[src/rtl/bram_pkg.sv]
// Shared constants and helpers for the dual-port block RAM primitives.
package bram_pkg;

  localparam logic [1:0] WM_READ_FIRST  = 2'd0;
  localparam logic [1:0] WM_WRITE_FIRST = 2'd1;
  localparam logic [1:0] WM_NO_CHANGE   = 2'd2;

  localparam logic [0:0] ST_CLEAR = 1'b0;
  localparam logic [0:0] ST_READY = 1'b1;

  // Widest word / lane count the merge helper can handle.
  localparam int MAX_DW = 512;
  localparam int MAX_NB = 64;

  function automatic int nbytes(input int data_width, input int byte_width);
    return data_width / byte_width;
  endfunction

  function automatic logic [MAX_DW-1:0] byte_merge(input logic [MAX_DW-1:0] old_w,
                                                   input logic [MAX_DW-1:0] new_w,
                                                   input logic [MAX_NB-1:0] be,
                                                   input int                bw);
    logic [MAX_DW-1:0] r;
    int idx;
    r = old_w;
    for (int i = 0; i < MAX_DW; i++) begin
      idx = i / bw;
      if (idx < MAX_NB && be[idx]) r[i] = new_w[i];
    end
    return r;
  endfunction

endpackage

[src/rtl/bram_clear_seq.sv]
// Post-reset clear sequencer: walks every address once, then reports READY.
module bram_clear_seq
  import bram_pkg::*;
#(
  parameter int ADDR_WIDTH     = 4,
  parameter int CLEAR_ON_RESET = 1
) (
  input  logic                  clk,
  input  logic                  rst,
  output logic                  busy,
  output logic [ADDR_WIDTH-1:0] clr_addr
);

  logic [0:0]            state_d, state_q;
  logic [ADDR_WIDTH-1:0] cnt_d, cnt_q;

  always_comb begin
    state_d = state_q;
    cnt_d   = cnt_q;
    if (rst) begin
      state_d = (CLEAR_ON_RESET != 0) ? ST_CLEAR : ST_READY;
      cnt_d   = '0;
    end else if (state_q == ST_CLEAR) begin
      cnt_d = cnt_q + 1'b1;
      if (&cnt_q) state_d = ST_READY;
    end
  end

  always_ff @(posedge clk) begin
    state_q <= state_d;
    cnt_q   <= cnt_d;
  end

  assign busy     = (state_q == ST_CLEAR);
  assign clr_addr = cnt_q;

endmodule

[src/rtl/bram_sync_dp.sv]
// Single-clock true dual-port RAM with byte enables, read-during-write modes,
// optional output register and post-reset clear. Optional: BRAM_DP_COLLISION_EN.
module bram_sync_dp
  import bram_pkg::*;
#(
  parameter int    DATA_WIDTH     = 32,
  parameter int    ADDR_WIDTH     = 4,
  parameter int    BYTE_WIDTH     = 8,
  parameter string WRITE_MODE     = "READ_FIRST",
  parameter int    OUT_REG        = 0,
  parameter int    CLEAR_ON_RESET = 1,
  localparam int   NB             = nbytes(DATA_WIDTH, BYTE_WIDTH),
  localparam int   DEPTH          = 2**ADDR_WIDTH
) (
  input  logic                  clk,
  input  logic                  rst,
  input  logic                  a_en,
  input  logic                  a_wr,
  input  logic [NB-1:0]         a_be,
  input  logic [ADDR_WIDTH-1:0] a_addr,
  input  logic [DATA_WIDTH-1:0] a_din,
  output logic [DATA_WIDTH-1:0] a_dout,
  output logic                  a_valid,
  input  logic                  b_en,
  input  logic                  b_wr,
  input  logic [NB-1:0]         b_be,
  input  logic [ADDR_WIDTH-1:0] b_addr,
  input  logic [DATA_WIDTH-1:0] b_din,
  output logic [DATA_WIDTH-1:0] b_dout,
  output logic                  b_valid,
`ifdef BRAM_DP_COLLISION_EN
  output logic                  collision,
`endif
  output logic                  init_busy
);

  localparam logic [1:0] WM = (WRITE_MODE == "WRITE_FIRST") ? WM_WRITE_FIRST :
                              (WRITE_MODE == "NO_CHANGE")   ? WM_NO_CHANGE   : WM_READ_FIRST;

  logic [DATA_WIDTH-1:0] mem_q [DEPTH];

  logic                  busy;
  logic [ADDR_WIDTH-1:0] clr_addr;

  bram_clear_seq #(.ADDR_WIDTH(ADDR_WIDTH), .CLEAR_ON_RESET(CLEAR_ON_RESET)) u_clr (
    .clk     (clk),
    .rst     (rst),
    .busy    (busy),
    .clr_addr(clr_addr)
  );
  assign init_busy = busy;

  // Index 0 = port A, 1 = port B.
  logic [1:0]                 acc, we;
  logic [1:0][ADDR_WIDTH-1:0] addr;
  logic [1:0][DATA_WIDTH-1:0] din, old_w, mrg_w, wr_w;
  logic [1:0][NB-1:0]         be;
  logic [1:0][DATA_WIDTH-1:0] dout1_d, dout1_q;
  logic [1:0]                 vld1_d, vld1_q;
  logic [MAX_DW-1:0]          tmp;

  // The clear sequencer borrows port A's write path while busy.
  always_comb begin
    acc  = '0;
    we   = '0;
    addr = {b_addr, a_addr};
    din  = {b_din, a_din};
    be   = {b_be, a_be};
    if (!rst && !busy) begin
      acc = {b_en, a_en};
      we  = {b_en & b_wr, a_en & a_wr};
    end else if (!rst) begin
      we[0]   = 1'b1;
      addr[0] = clr_addr;
      din[0]  = '0;
      be[0]   = '1;
    end
  end

  always_comb begin
    tmp = '0;
    for (int p = 0; p < 2; p++) begin
      old_w[p]   = mem_q[addr[p]];
      tmp        = byte_merge(MAX_DW'(old_w[p]), MAX_DW'(din[p]), MAX_NB'(be[p]), BYTE_WIDTH);
      mrg_w[p]   = tmp[DATA_WIDTH-1:0];
      vld1_d[p]  = acc[p] && !(we[p] && WM == WM_NO_CHANGE);
      dout1_d[p] = dout1_q[p];
      if (vld1_d[p])
        dout1_d[p] = (we[p] && WM == WM_WRITE_FIRST) ? mrg_w[p] : old_w[p];
    end
    // Same-address dual write: A's lanes layered over B's merged word.
    wr_w[1] = mrg_w[1];
    wr_w[0] = mrg_w[0];
    if (we[1] && addr[1] == addr[0]) begin
      tmp     = byte_merge(MAX_DW'(mrg_w[1]), MAX_DW'(din[0]), MAX_NB'(be[0]), BYTE_WIDTH);
      wr_w[0] = tmp[DATA_WIDTH-1:0];
    end
  end

  always_ff @(posedge clk) begin
    if (we[1]) mem_q[addr[1]] <= wr_w[1];
    if (we[0]) mem_q[addr[0]] <= wr_w[0];
  end

  always_ff @(posedge clk) begin
    if (rst) begin
      dout1_q <= '0;
      vld1_q  <= '0;
    end else begin
      dout1_q <= dout1_d;
      vld1_q  <= vld1_d;
    end
  end

  if (OUT_REG != 0) begin : g_oreg
    logic [1:0][DATA_WIDTH-1:0] dout2_d, dout2_q;
    logic [1:0]                 vld2_q;

    always_comb begin
      for (int p = 0; p < 2; p++)
        dout2_d[p] = vld1_q[p] ? dout1_q[p] : dout2_q[p];
    end

    always_ff @(posedge clk) begin
      if (rst) begin
        dout2_q <= '0;
        vld2_q  <= '0;
      end else begin
        dout2_q <= dout2_d;
        vld2_q  <= vld1_q;
      end
    end

    assign a_dout  = dout2_q[0];
    assign b_dout  = dout2_q[1];
    assign a_valid = vld2_q[0];
    assign b_valid = vld2_q[1];
  end else begin : g_noreg
    assign a_dout  = dout1_q[0];
    assign b_dout  = dout1_q[1];
    assign a_valid = vld1_q[0];
    assign b_valid = vld1_q[1];
  end

`ifdef BRAM_DP_COLLISION_EN
  logic collision_d, collision_q;

  always_comb begin
    collision_d = acc[0] && acc[1] && (addr[0] == addr[1]) && (we[0] || we[1]);
  end

  always_ff @(posedge clk) begin
    if (rst) collision_q <= 1'b0;
    else     collision_q <= collision_d;
  end

  assign collision = collision_q;
`endif

endmodule

[config.mk]
export PLATFORM = sky130hd
export DESIGN_NAME = bram_sync_dp
export DESIGN_NICKNAME = d
export VERILOG_FILES = /design/src/rtl/bram_pkg.sv /design/src/rtl/bram_clear_seq.sv /design/src/rtl/bram_sync_dp.sv
export SDC_FILE = /design/constraint.sdc
export NUM_CORES = 1
export LEC_CHECK = 0
export CAP_MARGIN = 10
export CORE_ASPECT_RATIO = 0.5
export CORE_UTILIZATION = 24
export DETAILED_ROUTE_END_ITERATION = 6
export PLACE_DENSITY_LB_ADDON = 0.1
export SETUP_SLACK_MARGIN = 0.1
export SYNTH_ARGS = -nofsm -noshare
export SYNTH_HDL_FRONTEND = slang
export SYNTH_HIERARCHICAL = 1
export SYNTH_SLANG_ARGS = --single-unit
[constraint.sdc]
create_clock -name clk -period 7.1 [get_ports clk]
set_clock_uncertainty 0.2 [all_clocks]
set_input_delay 1.775 -clock clk [delete_from_list [all_inputs] [get_ports clk]]
set_output_delay 1.775 -clock clk [all_outputs]
set_load 0.01 [all_outputs]
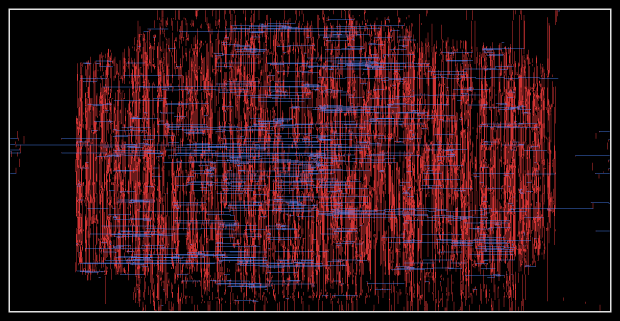
(metal layers overlaid)
Only two layers are drawn.
Key: blue = metal 3 [wire length 17600 um]; red = metal 2 [wire length 90.0 mm]
GRT Total Usage: 25.53%
post-detailed-route wirelength per cell: 38.78 um
wirelength, routed: 208200 um

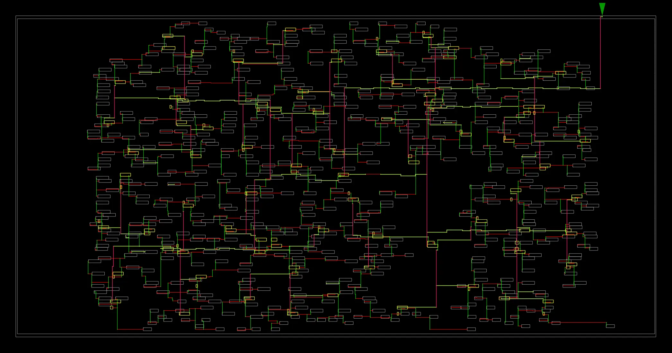
(clock wiring as the flow saved it)
CTS sink count: 583
clock network latency to the later pin of the worst-skew pair: 0.68 ns
clock buffer instance count of the final layout: 113
CTS buffer count: 70
number of sequential storage elements: 583

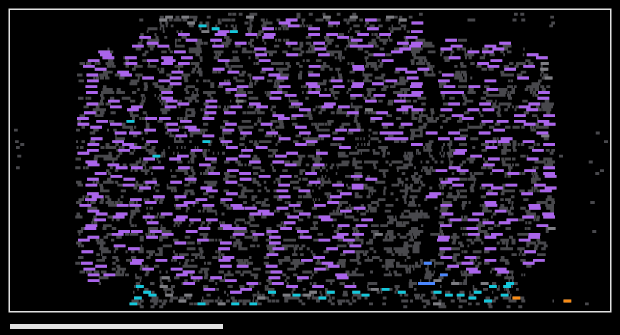
(register map, names as in the netlist)
The bar under the picture is 200 um long.
Key: blue = u_clr/clr_addr [sequential cells 4]; cyan = b_dout [sequential cells 32]; purple = mem_q [sequential cells 512, where widely spread]; orange = vld1_q [sequential cells 2]

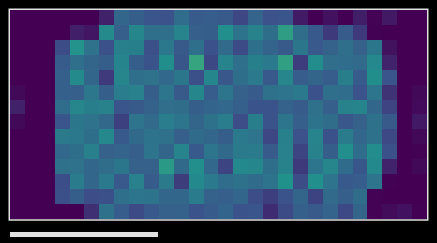
(cell area per tile)
The bar under the picture is 200 um long. The die is cut into 28 by 14 equal tiles; dark purple is low, yellow is high, 0 to 100% covered.
19% of the tiles are nearly empty. The fullest tile reaches 59%. The mean over all tiles is 26%.
final cell utilization of the core: 28.31%
Initial Util: 24.31%

==> design notes <==
Once routing completed, OpenROAD measured the worst setup slack at 1.421 ns. Clock root buffer: sky130_fd_sc_hd__clkbuf_16. The total of max-cap violations came out at 0. The synthesized design contains 583 register bits.

The logs give 280500 um for the first-pass GRT wire length and 33670 for the total vias in the final route. With the number of max-slew violations in the final report at 0, the part of the power in the clock network is 39.0%. The worst-case clock buffer depth is 3. Pin placement for this block handled 153 I/O pins. In this design, the critical path's most frequently occurring cell is sky130_fd_sc_hd__buf_4.

The flow ran to the end, and the final reports show no timing, DRC or antenna violations. In this run the tools logged warnings totalling 35. The highest layer touched by signal routing is met5. In this run the full chip footprint comes out at 0.1594 sq mm. With the worst-case headroom to the max-slew limit at 7.256%, the AND-OR/OR-AND share of the synthesized area is 25.56%.

The global route stage reports its total congestion overflow as 0. Per the post-route antenna check, the number of violating nets is 0. Setup repair after global routing left no endpoint under its margin.

Global routing consumed, on the met3 layer, 5.318% of the routing resources. Once detailed placement completed, the half-perimeter wirelength came to 124600 um. Per the detail_route report, DRC violations left total 0. Post-synthesis, Yosys gives the total cell area as 0.03785 sq mm. In the post-synthesis netlist, the biggest area contributors are sky130_fd_sc_hd__edfxtp_1 (41%), sky130_fd_sc_hd__o221ai_1 (14%), sky130_fd_sc_hd__mux2i_1 (8.6%), sky130_fd_sc_hd__mux4_2 (7.6%), sky130_fd_sc_hd__o21ai_0 (7.5%).

Final estimated routing congestion in global placement: 0.8318. In this design, the stage delay of the slowest critical-path cell is 0.85 ns. Summed over all failing endpoints, the final setup total negative slack is 0 ns. At floorplan, the net count of the design was reported as 3377.

After synthesis, the largest area contributor takes up 40.63% of total cell area. The floorplan step set the die height to 282.8 um. The number of buffer and inverter instances along the worst setup path is 2.

The run gives 31800 for the number of global-route vias before repair. The element type at the critical path start was an input pin. On the final layout, the worst hold slack is 0.2714 ns.

The leakage power in the latest report is 0.01323 uW. The final clock period utilization by the worst path came out at 79.99%. The commonest register cell is sky130_fd_sc_hd__edfxtp_1. The run gives 0 for the number of resized instances in the post-cts repair step. The synthesized netlist devotes 5.326% of its cell area to simple gates.

In this run the number of H-tree levels came out at 3.
[final timing paths]
| check | startpoint | end | slack (ns) | cells past startpoint |
|---|---|---|---|---|
| min | b_dout[15] | b_dout[15] | 0.27 | 2 |
| max | rst | mem_q[8][9] | 1.42 | 8 |
| min reg2reg | b_dout[15] | b_dout[15] | 0.27 | 2 |
| max reg2reg | u_clr/state_q | mem_q[8][9] | 2.05 | 7 |
[final cells by class]
type / instances / area [sq um] / share of cell area (%)
diodes: 1 / 2.502 / 0.005677
multi-input cells: 2275 / 19440 / 44.11
repair buffers: 294 / 2969 / 6.736
well taps: 2080 / 2603 / 5.905
flip-flops and latches: 583 / 16800 / 38.12
clock buffers: 113 / 2077 / 4.712
inverters: 6 / 22.52 / 0.05110
clock inverters: 16 / 162.7 / 0.3690
[power groups by stage]
| stage | Combinational [uW] | Sequential [uW] | Clock [uW] |
|---|---|---|---|
| after floorplan | 1280 | 3960 | 0 |
| after global placement | 1950 | 3980 | 0 |
| after detailed placement | 1960 | 3980 | 0 |
| after CTS | 1970 | 3900 | 3820 |
| after global routing | 2090 | 3910 | 3920 |
| final | 1990 | 3910 | 3760 |
[sequential cells by signal, indices dropped and copies added (netlist names)]
| signal | count |
|---|---|
| mem_q | 512 |
| a_dout | 32 |
| b_dout | 32 |
| u_clr/clr_addr | 4 |
| vld1_q | 2 |
| u_clr/state_q | 1 |
[stage by stage]
stage          utilization, %  cell area, sq um  power, uW  instances
2_1_floorplan               -             37850       5240       3290
3_3_place_gp            26.82             41760       5924       5233
3_5_place_dp            26.87             41830       5940       5238
4_1_cts                 28.31             44070       9688       5367
5_1_grt                 28.31             44070       9926       5367
6_report                28.31             44080       9658       5368
No activity file was given, so power comes from the tool's default toggle rates.
